**Run 1: M1 wires**

Cells faint in the background.
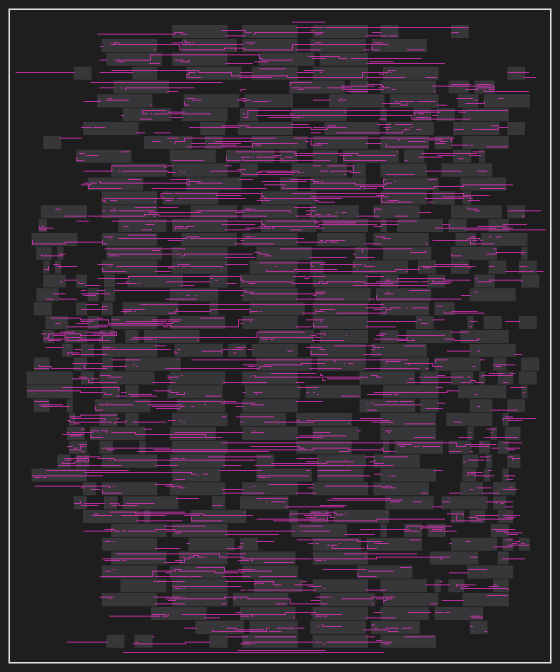
**Run 1: met2 routing**

Bar = 20 µm.
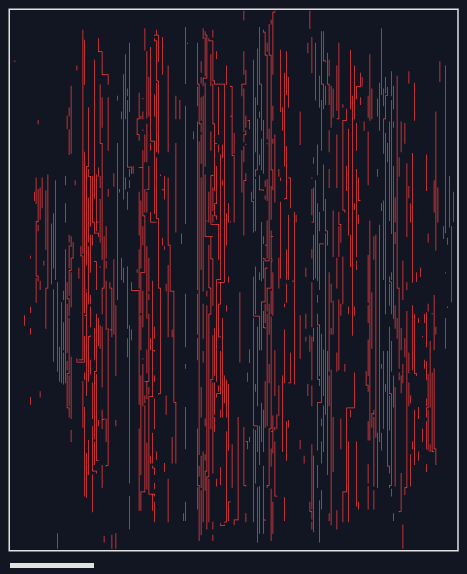
**Run 1: signal wires on met3**

Bar = 20 µm.
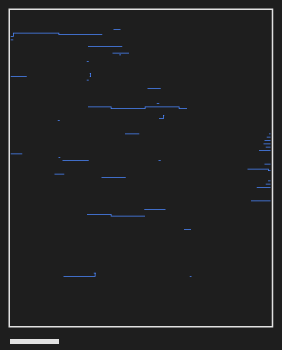
**Run 1: metal 4**

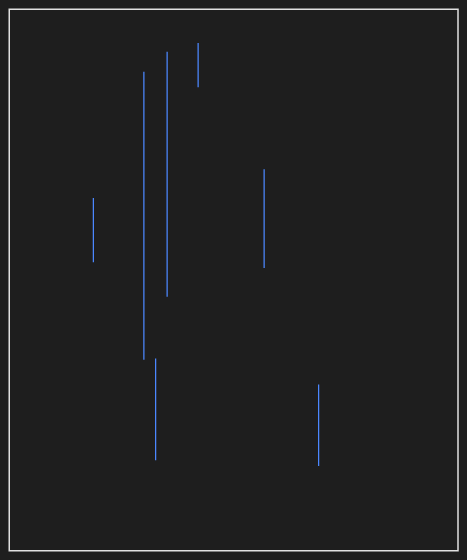
### src/rtl/fifo_fwft_sc.sv
// Single-clock first-word-fall-through FIFO.
// full asserts RESERVE entries early so producers with pipeline slack can still land in-flight writes.
module fifo_fwft_sc #(
  parameter int DATA_WIDTH = 8,
  parameter int ADDR_WIDTH = 4,
  parameter int RESERVE    = 3
) (
  input  logic                  clk,
  input  logic                  rst,
  input  logic                  wr_en,
  input  logic [DATA_WIDTH-1:0] wr_data,
  output logic                  full,
  input  logic                  rd_en,
  output logic [DATA_WIDTH-1:0] rd_data,
  output logic                  has_data,
  output logic                  empty
);

  localparam int DEPTH = 1 << ADDR_WIDTH;
  localparam int CW    = ADDR_WIDTH + 1;

  localparam logic [CW-1:0] CNT_MAX = CW'(DEPTH);
  localparam logic [CW-1:0] FULL_AT = CW'(DEPTH - RESERVE);

  logic [DATA_WIDTH-1:0] mem [DEPTH];

  logic [ADDR_WIDTH-1:0] wr_ptr;
  logic [ADDR_WIDTH-1:0] rd_ptr;
  logic [ADDR_WIDTH-1:0] rd_ptr_nx;

  logic [CW-1:0] count;
  logic [CW-1:0] vis_nx;
  logic [CW-1:0] count_nx;

  logic [1:0] rst_sync;
  logic       rd_rst;
  logic       push;
  logic       pop;

  assign rd_rst = rst_sync[1];
  assign pop    = rd_en & has_data;

  // A pop frees the slot at DEPTH, so a paired push is still legal there.
  assign push = wr_en & ~rd_rst
              & ((count != CNT_MAX) | pop);

  assign rd_ptr_nx = rd_ptr + ADDR_WIDTH'(pop);

  // Words already in storage before this edge; this edge's write stays hidden.
  assign vis_nx   = count - CW'(pop);
  assign count_nx = vis_nx + CW'(push);

  always_ff @(posedge clk) begin
    if (push) begin
      mem[wr_ptr] <= wr_data;
    end
  end

  always_ff @(posedge clk or posedge rst) begin
    if (rst) begin
      rst_sync <= 2'b11;
      wr_ptr   <= '0;
      rd_ptr   <= '0;
      count    <= '0;
      has_data <= 1'b0;
      empty    <= 1'b1;
      full     <= 1'b1;
      rd_data  <= '0;
    end else begin
      rst_sync <= {rst_sync[0], 1'b0};
      if (push) begin
        wr_ptr <= wr_ptr + 1'b1;
      end
      rd_ptr   <= rd_ptr_nx;
      count    <= count_nx;
      has_data <= (vis_nx != '0);
      empty    <= (vis_nx == '0);
      full     <= rst_sync[0] | (count_nx >= FULL_AT);
      if (vis_nx != '0) begin
        rd_data <= mem[rd_ptr_nx];
      end
    end
  end

endmodule

### config.mk
export PLATFORM = sky130hd
export DESIGN_NAME = fifo_fwft_sc
export DESIGN_NICKNAME = d
export VERILOG_FILES = /design/src/rtl/fifo_fwft_sc.sv
export SDC_FILE = /design/constraint.sdc
export NUM_CORES = 1
export LEC_CHECK = 0
export CELL_PAD_IN_SITES_DETAIL_PLACEMENT = 1
export CELL_PAD_IN_SITES_GLOBAL_PLACEMENT = 2
export CORE_AREA = 2 2 104 126
export CTS_CLUSTER_SIZE = 28
export DETAILED_ROUTE_END_ITERATION = 10
export DIE_AREA = 0 0 106 128
export GPL_ROUTABILITY_DRIVEN = 0
export PLACE_DENSITY = 0.81
export SYNTH_ARGS = -nofsm -noshare
export SYNTH_HDL_FRONTEND = slang
export SYNTH_SLANG_ARGS = --single-unit
export TNS_END_PERCENT = 10
### constraint.sdc
create_clock -name clk -period 6.9 [get_ports clk]
set_clock_uncertainty 0.15 [all_clocks]
set_input_delay 1.38 -clock clk [delete_from_list [all_inputs] [get_ports clk]]
set_output_delay 1.38 -clock clk [all_outputs]
set_load 0.01 [all_outputs]
==> results_slide.txt, run 1 <==
Key Metrics from the Run

Status
  • Status: finished, final reports clean

Power and ir drop
  • Switching share of power: 29.7%
  • Internal power: 2.23 mW
  • Worst VDD drop: 230 µV
  • P per Cell Area: 435 nW/µm²
  • Combinational share of power: 34.1%
  • Seq pwr share: 37.8%
  • Clk pwr share: 28.0%
  • Clk pwr: 0.891 mW
  • Sequential power: 1.20 mW
  • Max power group: sequential cells
  • Comb. pwr: 1.08 mW
  • P_sw: 0.943 mW
  • Pleak: 2.64 nW

Detailed routing
  • Final WL: 12.3 mm
  • Routed vias: 2938
  • Uppermost layer routed: met4
  • Met1 wire length: 5.17 mm
  • Met2 WL: 6.68 mm
  • Final ANT Viol Nets: 0
  • Routed length on met3: 243 µm
  • DRC viols: 0
  • Routed len/inst: 23.8 µm
  • Vias per cell: 5.68
  • 1st-iter DRT viols: 152
  • Initial DRT Pass Iterations: 5

Floorplanning
  • Fp util: 50.7%
  • Die Y: 128 µm
  • Chip width: 106 µm
  • Num ports: 23
  • Core Area: 12400 µm²
  • Chip area: 13600 µm²
  • Row Count: 45

Synth
  • Sequential area share after synthesis: 71.3%
  • Cell variety after synth: 37
  • Cells after Synth: 299
  • Synthesized area: 6310 µm²
  • Synth Warn #: 0
  • Nets at Floorplan: 321
  • Top cells by area: edfxtp_1 61%, mux4_1 13%, dfrtp_1 8.7%
  • Synth area leader: edfxtp_1
  • EDFF count, synth: 128
  • # Cells Yosys: 299
  • Top cell area share: 60.9%
  • Synthesized area per cell: 21.1 µm²
  • Yosys synthesis chip area: 6310 µm²
  • FFs w/ async S/R, synth: 16.9%
  • Most used flip-flop cell after synthesis: edfxtp_1
  • Synth top cell by count: edfxtp_1
  • #FFs+latches synth: 154
  • Top cells by count, synth: 128 x edfxtp_1, 32 x mux4_1, 24 x mux2i_1, 22 x dfrtp_1, 11 x inv_1

Place
  • Placed Area: 6730 µm²
  • Number of port buffers: 22
  • Placed cells: 485
  • HPWL after detailed placement: 7.96 mm
  • Pre-CTS setup slack: 2000 ps

Cells and area
  • Final core occ: 58.7%
  • Comb. cell area: 1680 µm²
  • Filler Cell Count: 1072
  • Fin nets: 362
  • # diodes: 0
  • Layout cells sized above 1: 14.4%
  • Dominant logic cell type in the layout: edfxtp_1
  • Layout overhead on the synthesized area: 15.7%
  • Design area: 7310 µm²
  • Post-Layout Cell Count: 517
  • Most frequent cells in the layout: 128 x edfxtp_1, 32 x mux4_1, 24 x mux2i_1
  • Register Area: 4500 µm²

GRT
  • Met1 GRT Util: 23.5%
  • M2 GR Usage: 35.3%
  • Global routing's busiest layer: met2
  • GRT overflow: 0
  • Met3 Use GR: 3.86%
  • Global-route wire length before repair: 18.5 mm
  • Total GRT Usage: 19.6%
  • Initial antenna violation count: 0
  • Vias in the first global route: 3162
  • Largest net degree at the start of global routing: 27

Clock network
  • Setup bufs post-CTS: 0
  • CTS H-tree lvls: 4
  • TritonCTS clock tree: yes
  • Resized cells post-CTS: 0
  • Total clock buffers created by CTS: 17
  • CTS root buf: clkbuf_16
  • # clock sinks: 154
  • Late-Pin Clk Latency: 410 ps
  • Hold Buf Count CTS: 0
  • Clock transition at the registers of the reported paths: 60 ps
  • Maximum root-to-sink buffer count: 2

Timing
  • Final hold violation count: 0
  • Maximum clock rate: 224 MHz
  • Setup WS post-layout: 2440 ps
  • Final min period: 4460 ps
  • Final setup fails: 0
  • RSZ-0062 raised after global routing: false
  • Tcrit/Tclk final: 64.6%
  • Setup TNS: 0 ps
  • Relative slew slack: 20.2%
  • Slew @ Worst Pin: 1200 ps
  • Final Max Slew Viols: 0

Worst setup path
  • Crit Path Class: in2reg
  • Reg2reg start: has_data$_DFF_PP0_
  • CP endpoint kind: flip-flop
  • Critical Path RT: 7050 ps
  • Critical path fanouts, max: 22
  • Worst reg2reg path endpoint: rd_data[6]$_DFFE_PP0N_
  • Data arrival time of the worst path: 4610 ps
  • Worst setup path start: rd_en
  • Worst setup SP type: primary input
  • R2r setup slk: 3440 ps
  • R2r worst-path depth: 8

Worst hold path
  • Hold Crit Depth: 0
  • HP Start: rst_sync[0]$_DFF_PP1_
  • Worst hold path type: reg2reg
  • Hold Crit Endpoint: rst_sync[1]$_DFF_PP1_

Flow run
  • Tool warnings: 29
  • MaxCap Viol Count: 0
## Picture notes: 'M1 wires'
- main direction: horizontal
- wire length on this layer: 5170 µm

## Picture notes: 'met2 routing'
- wire length on this layer: 6680 µm
- main direction: vertical
- longest straight run: 74.1 µm
- nets with wire on the layer: 336
- share of all routed wire: 54%

## Picture notes: 'signal wires on met3'
- nets with wire on the layer: 26
- wire length on this layer: 244 µm
- longest straight run: 18.4 µm

## Picture notes: 'metal 4'
- nets with wire on the layer: 5
- main direction: vertical
- wire length on this layer: 217 µm
- share of all routed wire: 1.8%

-- run 1: worst max-delay path by stage --
stage,cells past startpoint,slack [ps],to
after floorplan,4,3380,mem[0][0]$_DFFE_PP_
after global placement,9,2030,rd_data[3]$_DFFE_PP0N_
after detailed placement,9,2000,rd_data[3]$_DFFE_PP0N_
after CTS,9,2400,rd_data[6]$_DFFE_PP0N_
after global routing,9,2250,rd_data[3]$_DFFE_PP0N_
final,9,2440,rd_data[6]$_DFFE_PP0N_
-- run 1: logic make-up (layout without fill, tap and decap cells) --
group	Yosys count	count (layout)	share of synthesized area [%]
AOI/OAI and AO/OA	5	5	0.575
xor gates and xnor gates	10	10	1.98
adders and majority gates	10	10	1.98
buffers and inverters	22	76	2.06
DFF	154	154	71.3
muxes	64	64	18.5
other	1	1	0.0594
and+or+nand+nor	33	33	3.53
-- run 1: final cells by class --
type / count / share of cell area [%]
multi-input cells: 123 / 23.0
inverters: 11 / 0.565
repair buffers: 33 / 4.14
clock inverters: 9 / 1.32
clock buffers: 23 / 6.54
flip-flops and latches: 154 / 61.6
well taps: 164 / 2.81
-- run 1: flip-flops by register name, indices dropped and copies added, names as in the netlist --
name and count:
rst_sync 2, rd_ptr 4, rd_data 8, count 5
empty 1, wr_ptr 4, mem 128, full 1
has_data 1
-- run 1: critical path, cell delays in order --
cell             delay (ps)
clkdlybuf4s50_1         410
nand2_1                  90
inv_1                    60
ha_1                   1080
buf_4                   400
mux4_1                  610
mux2i_1                 170
mux2i_1                 110
mux2_2                  290
-- run 1: stage by stage --
step	hold WS, ps	power [mW]
4_1_cts	235	3.23
2_1_floorplan	204	2.02
6_report	231	3.18
3_3_place_gp	225	2.29
5_1_grt	238	3.33
3_5_place_dp	225	2.32
==> run 2: changes to the inputs <==
--- a/config.mk
+++ b/config.mk
@@ -7,12 +7,12 @@
 export LEC_CHECK = 0
 export CELL_PAD_IN_SITES_DETAIL_PLACEMENT = 1
 export CELL_PAD_IN_SITES_GLOBAL_PLACEMENT = 2
-export CORE_AREA = 2 2 104 126
+export CORE_AREA = 2 2 114 138
 export CTS_CLUSTER_SIZE = 28
 export DETAILED_ROUTE_END_ITERATION = 10
-export DIE_AREA = 0 0 106 128
+export DIE_AREA = 0 0 116 140
 export GPL_ROUTABILITY_DRIVEN = 0
-export PLACE_DENSITY = 0.81
+export PLACE_DENSITY = 0.72
 export SYNTH_ARGS = -nofsm -noshare
 export SYNTH_HDL_FRONTEND = slang
 export SYNTH_SLANG_ARGS = --single-unit
==> constraint.sdc (replaced) <==
create_clock -name clk -period 4.1 [get_ports clk]
set_clock_uncertainty 0.15 [all_clocks]
set_input_delay 0.82 -clock clk [delete_from_list [all_inputs] [get_ports clk]]
set_output_delay 0.82 -clock clk [all_outputs]
set_load 0.01 [all_outputs]
**Run 2: the clock network**

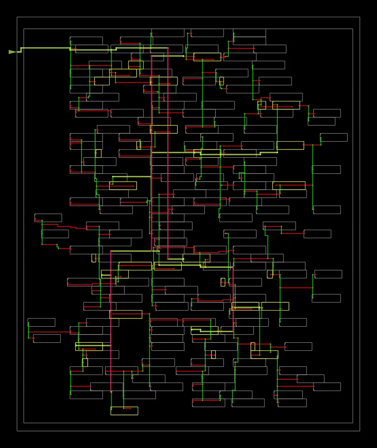
total clock buffers created by CTS: 17
Seq cells: 154

==> results_slide.txt, run 2 <==
Key Metrics from the Run

Flow run
  • Tool warnings: 29
  • MaxCap Viol Count: 0

Clock network
  • Hold Buf Count CTS: 0
  • Late-Pin Clk Latency: 420 ps
  • Setup bufs post-CTS: 0
  • Maximum root-to-sink buffer count: 2
  • CTS root buf: clkbuf_16
  • TritonCTS clock tree: yes
  • # clock sinks: 154
  • Clock transition at the registers of the reported paths: 60 ps

Synth
  • Nets at Floorplan: 321
  • Synthesized area per cell: 21.1 µm²
  • Synth area leader: edfxtp_1
  • Cell variety after synth: 37
  • Sequential area share after synthesis: 71.3%
  • Synthesized area: 6310 µm²
  • Yosys synthesis chip area: 6310 µm²
  • Synth Area in Compound Gates: 0.575%
  • # Cells Yosys: 299
  • Post-Synth Adder-Cell Area: 1.98%
  • Top cell area share: 60.9%
  • #FFs+latches synth: 154
  • EDFF count, synth: 128
  • Most used flip-flop cell after synthesis: edfxtp_1

Detailed routing
  • DRC viols: 0
  • Final ANT Viol Nets: 0
  • Vias per cell: 5.21
  • Final WL: 12.7 mm
  • Initial DRT Pass Iterations: 4
  • 1st-iter DRT viols: 223
  • Routed len/inst: 22.7 µm

Worst setup path
  • Crit-path most repeated cell: mux2i_1
  • Crit Path Class: in2reg
  • R2r worst-path depth: 8
  • Slowest stage delay, CP: 610 ps
  • Data arrival time of the worst path: 3230 ps
  • Critical path fanouts, max: 33
  • CP Buf/Inv Count: 3
  • CP max stage cell: mux4_1
  • Worst setup SP type: primary input
  • Critical Path RT: 4250 ps
  • Crit path cell chain: clkdlybuf4s50_1, nand2_1, inv_1, ha_1, buf_12, mux4_1, mux2i_1, mux2i_1, mux2_2

Timing
  • Slew @ Worst Pin: 1170 ps
  • Final Max Slew Viols: 0
  • Final setup fails: 0
  • Hold WS: 227 ps
  • Final hold violation count: 0
  • Maximum clock rate: 325 MHz

Floorplanning
  • Fp util: 42.6%
  • Core Area: 14800 µm²
  • Num ports: 23

Cells and area
  • Fin nets: 364
  • Layout overhead on the synthesized area: 17.5%
  • Biggest register: mem
  • # diodes: 0
  • Max reg flops: 128

GRT
  • Total GRT Usage: 17.2%
  • GRT overflow: 0
  • Global-route wire length before repair: 19.3 mm
  • Vias in the first global route: 3231

Worst hold path
  • Worst hold path type: reg2reg

Power and ir drop
  • Power consumption: 5.45 mW

Status
  • Status: finished, final reports clean
[run 2: per-stage QoR]
step                util (%)  instances  setup WS [ps]  cell area (µm²)
finish                  50.0        559           1030             7420
global placement        46.0        527            552             6830
detailed placement      46.0        527            528             6830
floorplan                  -        299           1140             6310
global route            50.0        559            871             7420
CTS                     50.0        559            968             7420
[run 2: power breakdown]
| part | internal (mW) | switching (mW) | leakage (nW) |
|---|---|---|---|
| clock | 0.980 | 0.589 | 0.286 |
| combinational | 0.968 | 0.880 | 0.934 |
| sequential | 1.90 | 0.135 | 1.45 |
[run 2: area by class of cell]
type,count,area share (%)
Sequential cell,154,60.7
Multi-Input combinational cell,123,22.8
Clock buffer,22,6.26
Timing Repair Buffer,35,4.62
Tap cell,204,3.44
Clock inverter,10,1.67
Inverter,11,0.557
[run 2: path summary, 6_finish.rpt]
kind / start / endpoint / slack, ps
max in group asynchronous: rst / wr_ptr[0]$_DFFE_PP0P_ / 2240
setup / recovery: rd_en / rd_data[6]$_DFFE_PP0N_ / 1030
setup reg to reg: has_data$_DFF_PP0_ / rd_data[6]$_DFFE_PP0N_ / 1470
hold reg to reg: rst_sync[0]$_DFF_PP1_ / rst_sync[1]$_DFF_PP1_ / 230
hold / removal: rst_sync[0]$_DFF_PP1_ / rst_sync[1]$_DFF_PP1_ / 230
min in group asynchronous: rst / rd_data[0]$_DFFE_PP0N_ / 860
[run 2: cells by family (layout without fill, tap and decap cells)]
family,Yosys count,in the layout
other cells,1,1
buf+inv,22,78
flops,154,154
fa+ha+maj,10,10
mux,64,64
compound gates,5,5
xor+xnor,10,10
simple gates,33,33
[run 2: metal layers]
metal  global-route usage [%]  up-vias  wire, µm
met1                     20.3     1547      5290
met4                     6.58        0       206
li1                         -     1308         -
met2                     29.8       44      6850
met3                     4.46       15       358
met5                        0        -         0
==> run 3: changes to the inputs <==
==> constraint.sdc (replaced) <==
create_clock -name clk -period 2.6 [get_ports clk]
set_clock_uncertainty 0.15 [all_clocks]
set_input_delay 0.52 -clock clk [delete_from_list [all_inputs] [get_ports clk]]
set_output_delay 0.52 -clock clk [all_outputs]
set_load 0.01 [all_outputs]
**Run 3: the clock network**

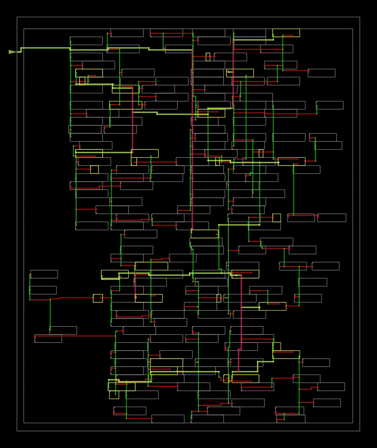
clk pwr: 2.47 mW
Late-Pin Clk Latency: 430 ps
# clock sinks: 154
clkbuf count: 20

==> results_slide.txt, run 3 <==
Key Metrics from the Run

Status
  • Status: finished, final reports clean

Synth
  • Logic family by area: multiplexers
  • Post-Synth Adder-Cell Area: 1.98%
  • Yosys synthesis chip area: 6310 µm²
  • #FFs+latches synth: 154
  • Synthesized area per cell: 21.1 µm²
  • Synth Area in Compound Gates: 0.575%
  • Most used flip-flop cell after synthesis: edfxtp_1
  • Synth Warn #: 0
  • Sequential area share after synthesis: 71.3%
  • Nets at Floorplan: 321
  • XOR/XNOR share of the synthesized area: 1.98%
  • Top cells by area: edfxtp_1 61%, mux4_1 13%, dfrtp_1 8.7%
  • Mux area share: 18.5%
  • Simple-Gate Area Share: 3.53%
  • Top cells by count, synth: 128 x edfxtp_1, 32 x mux4_1, 24 x mux2i_1, 22 x dfrtp_1, 11 x inv_1
  • # Cells Yosys: 299
  • Top cell area share: 60.9%
  • Cells after Synth: 299
  • Synthesized area: 6310 µm²
  • FFs w/ async S/R, synth: 16.9%
  • EDFF count, synth: 128
  • Synth top cell by count: edfxtp_1
  • Cell variety after synth: 37
  • Synth area leader: edfxtp_1

Clock network
  • Hold Buf Count CTS: 0
  • CTS H-tree lvls: 4
  • Total clock buffers created by CTS: 17
  • CTS root buf: clkbuf_16
  • TritonCTS clock tree: yes
  • Maximum root-to-sink buffer count: 2
  • Clock transition at the registers of the reported paths: 60 ps

Floorplanning
  • Core Area: 14800 µm²
  • Chip width: 116 µm
  • Die Y: 140 µm
  • Num ports: 23
  • Chip area: 16200 µm²
  • Fp util: 42.6%
  • Row Count: 49

Cells and area
  • Biggest register: mem
  • Max reg flops: 128
  • Most frequent cells in the layout: 128 x edfxtp_1, 26 x buf_4
  • # diodes: 0
  • Fin nets: 401
  • Post-Layout Cell Count: 596
  • Design area: 7960 µm²
  • Filler Cell Count: 1347
  • Final core occ: 53.6%
  • Layout overhead on the synthesized area: 26.0%
  • Largest regs: mem: 128 flops, rd_data: 8 flops, count: 5 flops
  • Layout cells sized above 1: 29.8%
  • Dominant logic cell type in the layout: edfxtp_1

Timing
  • Slew @ Worst Pin: 638 ps
  • Hold WS: 240 ps
  • Relative slew slack: 57.4%
  • RSZ-0062 raised after global routing: true
  • Final min period: 2570 ps
  • Setup TNS: 0 ps
  • Final hold violation count: 0
  • Final setup fails: 0
  • Maximum clock rate: 389 MHz
  • Final Max Slew Viols: 0
  • Tcrit/Tclk final: 98.8%
  • Setup WS post-layout: 31.2 ps

GRT
  • Vias in the first global route: 3444
  • Global-route wire length before repair: 21.2 mm
  • Initial antenna violation count: 0
  • GRT overflow: 0
  • Total GRT Usage: 18.8%
  • Largest net degree at the start of global routing: 27

Power and ir drop
  • Seq pwr share: 33.0%
  • P per Cell Area: 1230 nW/µm²
  • Switching share of power: 28.8%
  • Internal power: 6.94 mW
  • P_sw: 2.81 mW
  • Worst VDD drop: 577 µV
  • Clk pwr share: 25.4%
  • Combinational share of power: 41.6%
  • Pleak: 2.87 nW
  • Comb. pwr: 4.06 mW
  • Power consumption: 9.75 mW
  • Sequential power: 3.22 mW
  • Max power group: combinational logic

Worst setup path
  • CP endpoint kind: flip-flop
  • Reg2reg start: has_data$_DFF_PP0_
  • Worst setup SP type: primary input
  • R2r worst-path depth: 9
  • Critical Path RT: 2760 ps
  • CP Capture Point: rd_data[2]$_DFFE_PP0N_
  • Crit Path Class: in2reg
  • Critical path fanouts, max: 5
  • Worst setup path start: rd_en
  • Worst reg2reg path endpoint: rd_data[2]$_DFFE_PP0N_
  • R2r setup slk: 160 ps
  • Data arrival time of the worst path: 2730 ps

Worst hold path
  • HP Start: rst_sync[0]$_DFF_PP1_
  • Worst hold path type: reg2reg

Place
  • Placed Area: 7250 µm²
  • Pre-CTS setup slack: -567 ps
  • HPWL after detailed placement: 8.79 mm
  • Placed cells: 558
  • Number of port buffers: 22

Detailed routing
  • DRC viols: 0
  • Initial DRT Pass Iterations: 4
  • Routed len/inst: 23.2 µm
  • Routed vias: 3092
  • 1st-iter DRT viols: 176
  • Final WL: 13.8 mm
  • Vias per cell: 5.19
  • Final ANT Viol Nets: 0

Flow run
  • Tool warnings: 32
  • MaxCap Viol Count: 0
==> run 3: netlist changes by cell type in the layout (fill, tap and decap cells not counted), moves of 3 or more <==
cell | before | now
mux4_1 | 32 | 16
mux4_2 | 0 | 16
buf_12 | 2 | 22
ha_1 | 10 | 7
buf_4 | 11 | 26
==> run 3: metal layers <==
metal,global-route usage (%),share of wire (%),up-vias
li1,-,-,1372
met1,23.5,41,1612
met2,31.2,52,91
met3,5.54,5.9,17
met4,6.77,1.4,0
met5,0,0,-
==> run 3: critical path, stage by stage <==
cell             delay [ps]
clkdlybuf4s50_1         410
nand2_2                  90
inv_2                    50
ha_4                    280
buf_12                  140
buf_12                  110
mux4_1                  560
mux2i_2                 200
mux2i_1                 100
mux2_2                  260
==> run 3: how the worst min path moves through the flow <==
stage                                       end  depth (start not counted)  slack [ps]
after detailed placement  rst_sync[1]$_DFF_PP1_                          0         230
final                     rst_sync[1]$_DFF_PP1_                          0         240
after CTS                 rst_sync[1]$_DFF_PP1_                          0         240
after global placement    rst_sync[1]$_DFF_PP1_                          0         230
after global routing      rst_sync[1]$_DFF_PP1_                          0         240
after floorplan           rst_sync[1]$_DFF_PP1_                          0         200
==> run 3: timing repair <==
item                       in CTS  in global routing
pin swaps                       0                  1
setup buffers                   5                  0
setup endpoints to repair       5                 33
resized                         7                 18
gates cloned                    1                  0
==> run 3: cell type report <==
cell class	instances	area [µm²]	area share [%]
Clock buffer	20	437	5.49
Timing Repair Buffer	72	900	11.3
Sequential cell	154	4500	56.6
Multi-Input combinational cell	123	1670	21.0
Inverter	11	41.3	0.519
Clock inverter	12	149	1.87
Tap cell	204	255	3.21
Power and IR drop assume default switching activity.
